===== src/rtl/msrv32_pc_unit.sv =====
// Program counter and single-outstanding instruction fetch for the msrv32 core.
// Define MSRV32_PC_MISALIGN_CHECK_EN to flag misaligned redirects instead of aligning them.
module msrv32_pc_unit #(
   parameter logic [31:0] RESET_VECTOR = 32'h0000_0000
) (
   input  logic        ms_riscv32_mp_clk_in,
   input  logic        ms_riscv32_mp_rst_n_in,
   input  logic        branch_taken_in,
   input  logic [6:2]  opcode_in,
   input  logic [31:0] imm_in,
   input  logic [31:0] rs1_in,
   input  logic        trap_taken_in,
   input  logic [31:0] trap_addr_in,
   input  logic        mret_in,
   input  logic [31:0] epc_in,
   input  logic        stall_in,
   output logic        imem_req_out,
   output logic [31:0] imem_addr_out,
   input  logic        imem_ack_in,
   input  logic [31:0] imem_rdata_in,
   output logic [31:0] instr_out,
   output logic        instr_valid_out,
   output logic [31:0] pc_out,
   output logic [31:0] pc_plus4_out,
   output logic        misaligned_instr_out
);

   typedef enum logic [1:0] {StIdle, StReq, StValid} state_t;

   localparam logic [31:0] NOP = 32'h0000_0013;

   state_t      state_q, state_d;
   logic [31:0] pc_q, pc_d;
   logic [31:0] instr_q, instr_d;
   logic [31:0] target_q, target_d;
   logic        flush_q, flush_d;
   logic        wait_q, wait_d;
   logic        misaligned_q, misaligned_d;

   logic        is_branch, is_jal, is_jalr;
   logic        redirect, misalign;
   logic [31:0] jump_tgt, next_pc;
   logic        flush_now;
   logic [31:0] flush_tgt;

   assign is_branch = (opcode_in == 5'b11000);
   assign is_jal    = (opcode_in == 5'b11011);
   assign is_jalr   = (opcode_in == 5'b11001);

   assign pc_plus4_out = pc_q + 32'd4;

   // Non-trap next-PC selection for the instruction leaving execute.
   always_comb begin
      redirect = 1'b1;
      jump_tgt = pc_plus4_out;
      if (mret_in) begin
         jump_tgt = epc_in;
      end else if (is_jal && branch_taken_in) begin
         jump_tgt = pc_q + imm_in;
      end else if (is_jalr && branch_taken_in) begin
         jump_tgt = (rs1_in + imm_in) & 32'hFFFF_FFFE;
      end else if (is_branch && branch_taken_in) begin
         jump_tgt = pc_q + imm_in;
      end else begin
         redirect = 1'b0;
      end
   end

`ifdef MSRV32_PC_MISALIGN_CHECK_EN
   assign next_pc  = jump_tgt;
   assign misalign = redirect && (jump_tgt[1:0] != 2'b00);
`else
   assign next_pc  = redirect ? {jump_tgt[31:2], 2'b00} : jump_tgt;
   assign misalign = 1'b0;
`endif

   // A trap always wins; an mret only lands if no redirect is already pending.
   assign flush_now = flush_q || trap_taken_in || mret_in;
   assign flush_tgt = trap_taken_in ? trap_addr_in : (flush_q ? target_q : epc_in);

   always_comb begin
      state_d      = state_q;
      pc_d         = pc_q;
      instr_d      = instr_q;
      target_d     = target_q;
      flush_d      = flush_q;
      wait_d       = wait_q;
      misaligned_d = 1'b0;
      case (state_q)
         StIdle: state_d = StReq;
         StReq: begin
            if (flush_now) begin
               flush_d  = 1'b1;
               target_d = flush_tgt;
            end
            if (imem_ack_in) begin
               if (flush_now) begin
                  // Drop the stale fetch; next cycle requests the redirect target.
                  pc_d    = flush_tgt;
                  flush_d = 1'b0;
               end else begin
                  instr_d = imem_rdata_in;
                  state_d = StValid;
               end
            end
         end
         StValid: begin
            if (trap_taken_in) begin
               pc_d    = trap_addr_in;
               wait_d  = 1'b0;
               state_d = StReq;
            end else if (!stall_in && !wait_q) begin
               if (misalign) begin
                  misaligned_d = 1'b1;
                  wait_d       = 1'b1;
               end else begin
                  pc_d    = next_pc;
                  state_d = StReq;
               end
            end
         end
         default: state_d = StIdle;
      endcase
   end

   always_ff @(posedge ms_riscv32_mp_clk_in or negedge ms_riscv32_mp_rst_n_in) begin
      if (!ms_riscv32_mp_rst_n_in) begin
         state_q      <= StIdle;
         pc_q         <= RESET_VECTOR;
         instr_q      <= NOP;
         target_q     <= RESET_VECTOR;
         flush_q      <= 1'b0;
         wait_q       <= 1'b0;
         misaligned_q <= 1'b0;
      end else begin
         state_q      <= state_d;
         pc_q         <= pc_d;
         instr_q      <= instr_d;
         target_q     <= target_d;
         flush_q      <= flush_d;
         wait_q       <= wait_d;
         misaligned_q <= misaligned_d;
      end
   end

   assign imem_req_out         = (state_q == StReq);
   assign imem_addr_out        = pc_q;
   assign instr_valid_out      = (state_q == StValid);
   assign instr_out            = instr_q;
   assign pc_out               = pc_q;
   assign misaligned_instr_out = misaligned_q;

endmodule


===== config.mk =====
export PLATFORM = sky130hd
export DESIGN_NAME = msrv32_pc_unit
export DESIGN_NICKNAME = d
export VERILOG_FILES = /design/src/rtl/msrv32_pc_unit.sv
export SDC_FILE = /design/constraint.sdc
export NUM_CORES = 1
export LEC_CHECK = 0
export ABC_AREA = 0
export CORE_UTILIZATION = 40
export CTS_CLUSTER_DIAMETER = 60
export CTS_CLUSTER_SIZE = 30
export DETAILED_ROUTE_END_ITERATION = 6
export DONT_BUFFER_PORTS = 1
export PLACE_DENSITY_LB_ADDON = 0.2
export SKIP_LAST_GASP = 1
export SYNTH_ARGS = -nofsm -noshare
export SYNTH_HDL_FRONTEND = slang
export SYNTH_SLANG_ARGS = --single-unit

===== constraint.sdc =====
create_clock -name ms_riscv32_mp_clk_in -period 3.2 [get_ports ms_riscv32_mp_clk_in]
set_input_delay 0.32 -clock ms_riscv32_mp_clk_in [delete_from_list [all_inputs] [get_ports ms_riscv32_mp_clk_in]]
set_output_delay 0.32 -clock ms_riscv32_mp_clk_in [all_outputs]
set_load 0.01 [all_outputs]

run_1/layer_met2.png
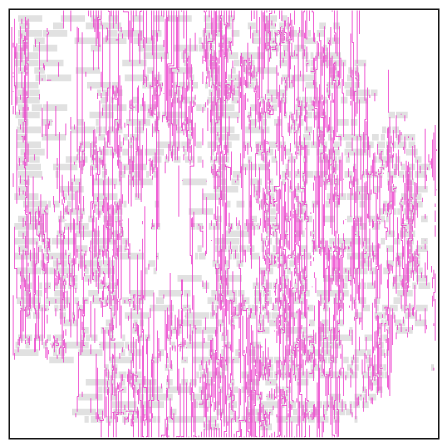
nets with wire on the layer = 1157
main direction = vertical
wire length on this layer = 15800 µm
longest straight run = 75.1 µm
share of all routed wire = 44%
met2 usage: 44.1%
DR vias: 9354

run_1/wires.png
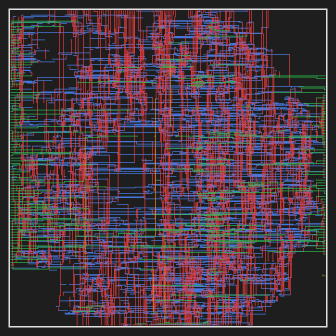
orange -> metal 4  # wire length 299 µm
blue -> metal 1  # wire length 16200 µm
red -> metal 2  # wire length 15800 µm
green -> metal 3  # wire length 3380 µm

run_1/clk_routes.png
Bar = 50 µm.
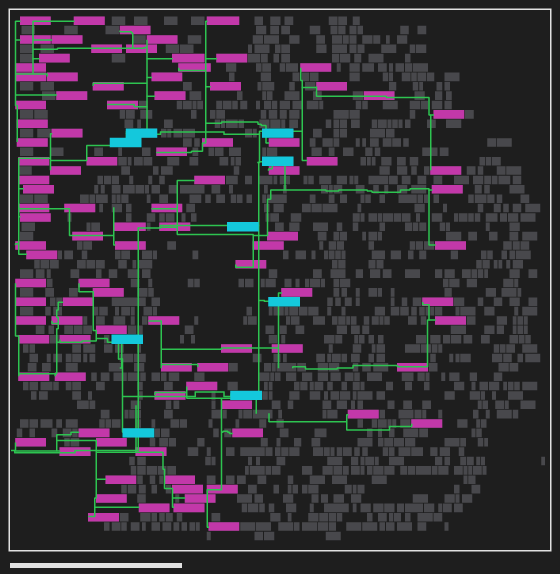
magenta -> flip-flops  # count 99
green -> clock wires  # length 1570 µm
cyan -> clock drivers  # count 9
routed clock nets = 10

run_1/congestion.png
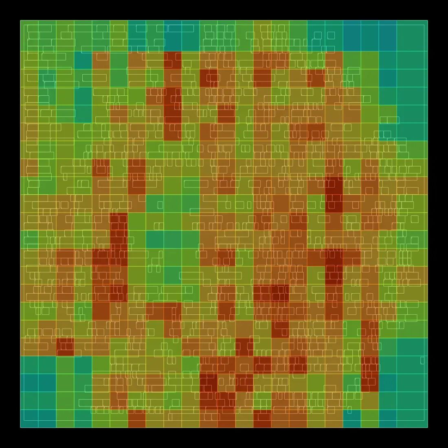
met3 track utilization from global routing: 6.67%
post-layout util: 44.4%
global-route usage over all layers: 28.5%
global routing usage on met1: 40.8%
busiest layer in global routing: met2

==> results.toml, run 1 <==
# generated from flow reports
[setup_path]
cp-endpoint = "imem_addr_out[30]"
reg2reg_from = "imem_addr_out[0]"
critPathLaunch = "imem_addr_out[0]"
critPathSlowestCell = "sky130_fd_sc_hd__a31oi_1"
crit_family = "AND-OR/OR-AND gates"
critical_path_buf_inv_count = 1
critPathArrivalTime_ps = 3290
cp_max_fo = 3
critPathLaunchType = "flip-flop"
worst_r2r_path_depth = 11

[finish]
area_delta_synth_final_pct = 8.72
clkbuf_count = 9
signal_buffers = 78
area_dominant_class = "multi-input combinational cells"
comb-cell-share_pct = 62.5
layout.filler_cells = 2428
buf_share_pct = 5.96
register_area_mm2 = 0.00248
seq_area_share_pct = 23.8
antennaDiodeCount = 0
design_area_mm2 = 0.0104
fin_nets = 1401

[logic_synthesis]
ys_sh_xor_pct = 6.95
synth.largest_area_cell = "sky130_fd_sc_hd__dfrtp_1"
synth.area.top_cells = "sky130_fd_sc_hd__dfrtp_1 25%, sky130_fd_sc_hd__ha_1 8.1%, sky130_fd_sc_hd__o21ai_0 5.2%"
yosysSeqAreaShare_pct = 25.9
simple_gate_share_pct = 16.2
ys_cells = 1174
synth-adder-area-share_pct = 8.51
top_cell_type_s_share_of_synthesized_area_pct = 25.1
chip_area_estimate_from_yosys_synthesis_mm2 = 0.00958
synth.most_common_cell = "sky130_fd_sc_hd__o21ai_0"
post_synth_inst_count = 1174
synth_top_flop_cell = "sky130_fd_sc_hd__dfrtp_1"

[clocking]
tritoncts.num_buffers = 9
clk_pin_slew_worst_paths_ps = 80
cts.path.max_buffers = 2
post_cts.repair.setup_buffers = 0
tritoncts_num_sinks = 99
cts.hold.buffers_added = 2

[final_timing]
timing.final.crit_share_pct = 94.2
grt_setup_unrepaired = "false"
timing_hold_violations_final = 0
finalWorstSetupSlack_ps = 187
fmax_ghz = 0.332
slew_headroom_pct = 28.8
finalCriticalPeriod_ps = 3010
report.final.setup_viol = 0
tightestPinTransition_ps = 1070

[power]
power_density_over_the_cells_mw_per_mm2 = 606
p_comb_share_pct = 50.3
pwr.group.combinational_w = 0.00318
clockPowerShare_pct = 18.4
clock_power_w = 0.00116
total_leakage_power_nw = 4.31
power_frac_seq_pct = 31.3
total_power_w = 0.00632
largestPowerGroup = "combinational cells"
power.share.switching_pct = 45.3

[placement]
dp_slack_ps = 131
globalplace.congestion = 0.968
dpl.cell_count = 1471

[die]
io_pins = 303
die_h_um = 157
initial_utilization_pct = 40.8
fp-row-count = 56
die-area_mm2 = 0.0246
die_x_um = 157

[drt]
detailed_routing_iteration_count_for_the_pre_antenna_repair_pass = 7
wire_per_inst_um = 24.0
drt_met1_wl_um = 16200
finalWirelength_um = 35700
detailroute.wirelength.met2_um = 15800
avgViaCountPerCell = 6.28
drt_drc_violations_left = 0

[global_route]
grt_start_max_net_pins = 100
vias_in_the_first_global_route = 8885
grt_first_pass_wirelength_um = 53100
grt-ovfl-total = 0

[worst_hold_path]
holdPathEnd = "target_q[19]"
worst_hold_path.num_cells = 1
worstHoldPathType = "input pin to flip-flop"

[job]
warning_count = 29

[run_status]
run_status = "finished, final reports clean"
## Run 2: what changed since run 1
- GPL_ROUTABILITY_DRIVEN: default -> 1
run_2/layer_met2.png
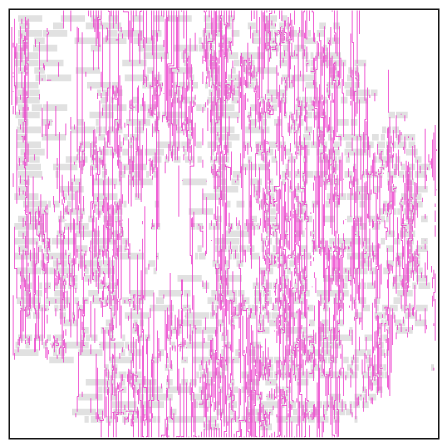
share of all routed wire = 44%
longest straight run = 75.1 µm

run_2/layer_met3.png
Bar = 50 µm.
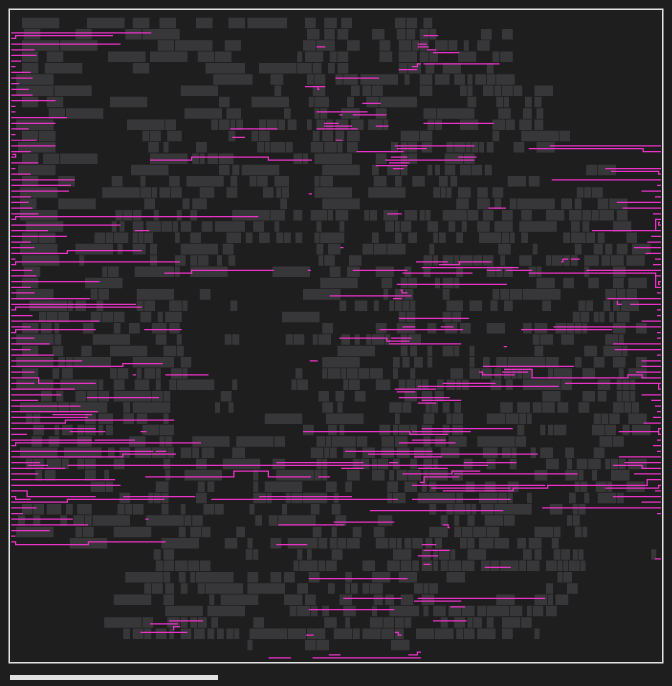
wire length on this layer = 3380 µm
share of all routed wire = 9.5%
longest straight run = 101 µm
DRT Wirelength: 35700 µm

==> results.toml, run 2 <==
# generated from flow reports
[final_timing]
slew_headroom_pct = 28.8
fmax_ghz = 0.332
grt_setup_unrepaired = "false"
finalWorstSetupSlack_ps = 187
tightestPinTransition_ps = 1070
timing_hold_violations_final = 0

[die]
die-area_mm2 = 0.0246
die_h_um = 157
initial_utilization_pct = 40.8
io_pins = 303
die_x_um = 157

[power]
total_leakage_power_nw = 4.31
clockPowerShare_pct = 18.4
clock_power_w = 0.00116
power_frac_seq_pct = 31.3

[worst_hold_path]
worst_hold_path.num_cells = 1

[logic_synthesis]
post_synth_inst_count = 1174
synth-adder-area-share_pct = 8.51
synth.most_common_cell = "sky130_fd_sc_hd__o21ai_0"
yosysSeqAreaShare_pct = 25.9
synth.largest_area_cell = "sky130_fd_sc_hd__dfrtp_1"

[finish]
clkbuf_count = 9
antennaDiodeCount = 0
seq_area_share_pct = 23.8
comb-cell-share_pct = 62.5
finalCoreUtilization_pct = 44.4
area_dominant_class = "multi-input combinational cells"

[placement]
dpl.cell_count = 1471
dp_slack_ps = 131

[clocking]
cts.hold.buffers_added = 2
tritoncts.num_buffers = 9
post_cts.repair.setup_buffers = 0
tritoncts_num_sinks = 99

[setup_path]
cp-endpoint = "imem_addr_out[30]"
worst_r2r_path_depth = 11

[drt]
detailroute.wirelength.met2_um = 15800
via_count = 9354
avgViaCountPerCell = 6.28

[global_route]
track_usage_pct = 28.5
grt_busiest_layer = "met2"

[run_status]
run_status = "finished, final reports clean"
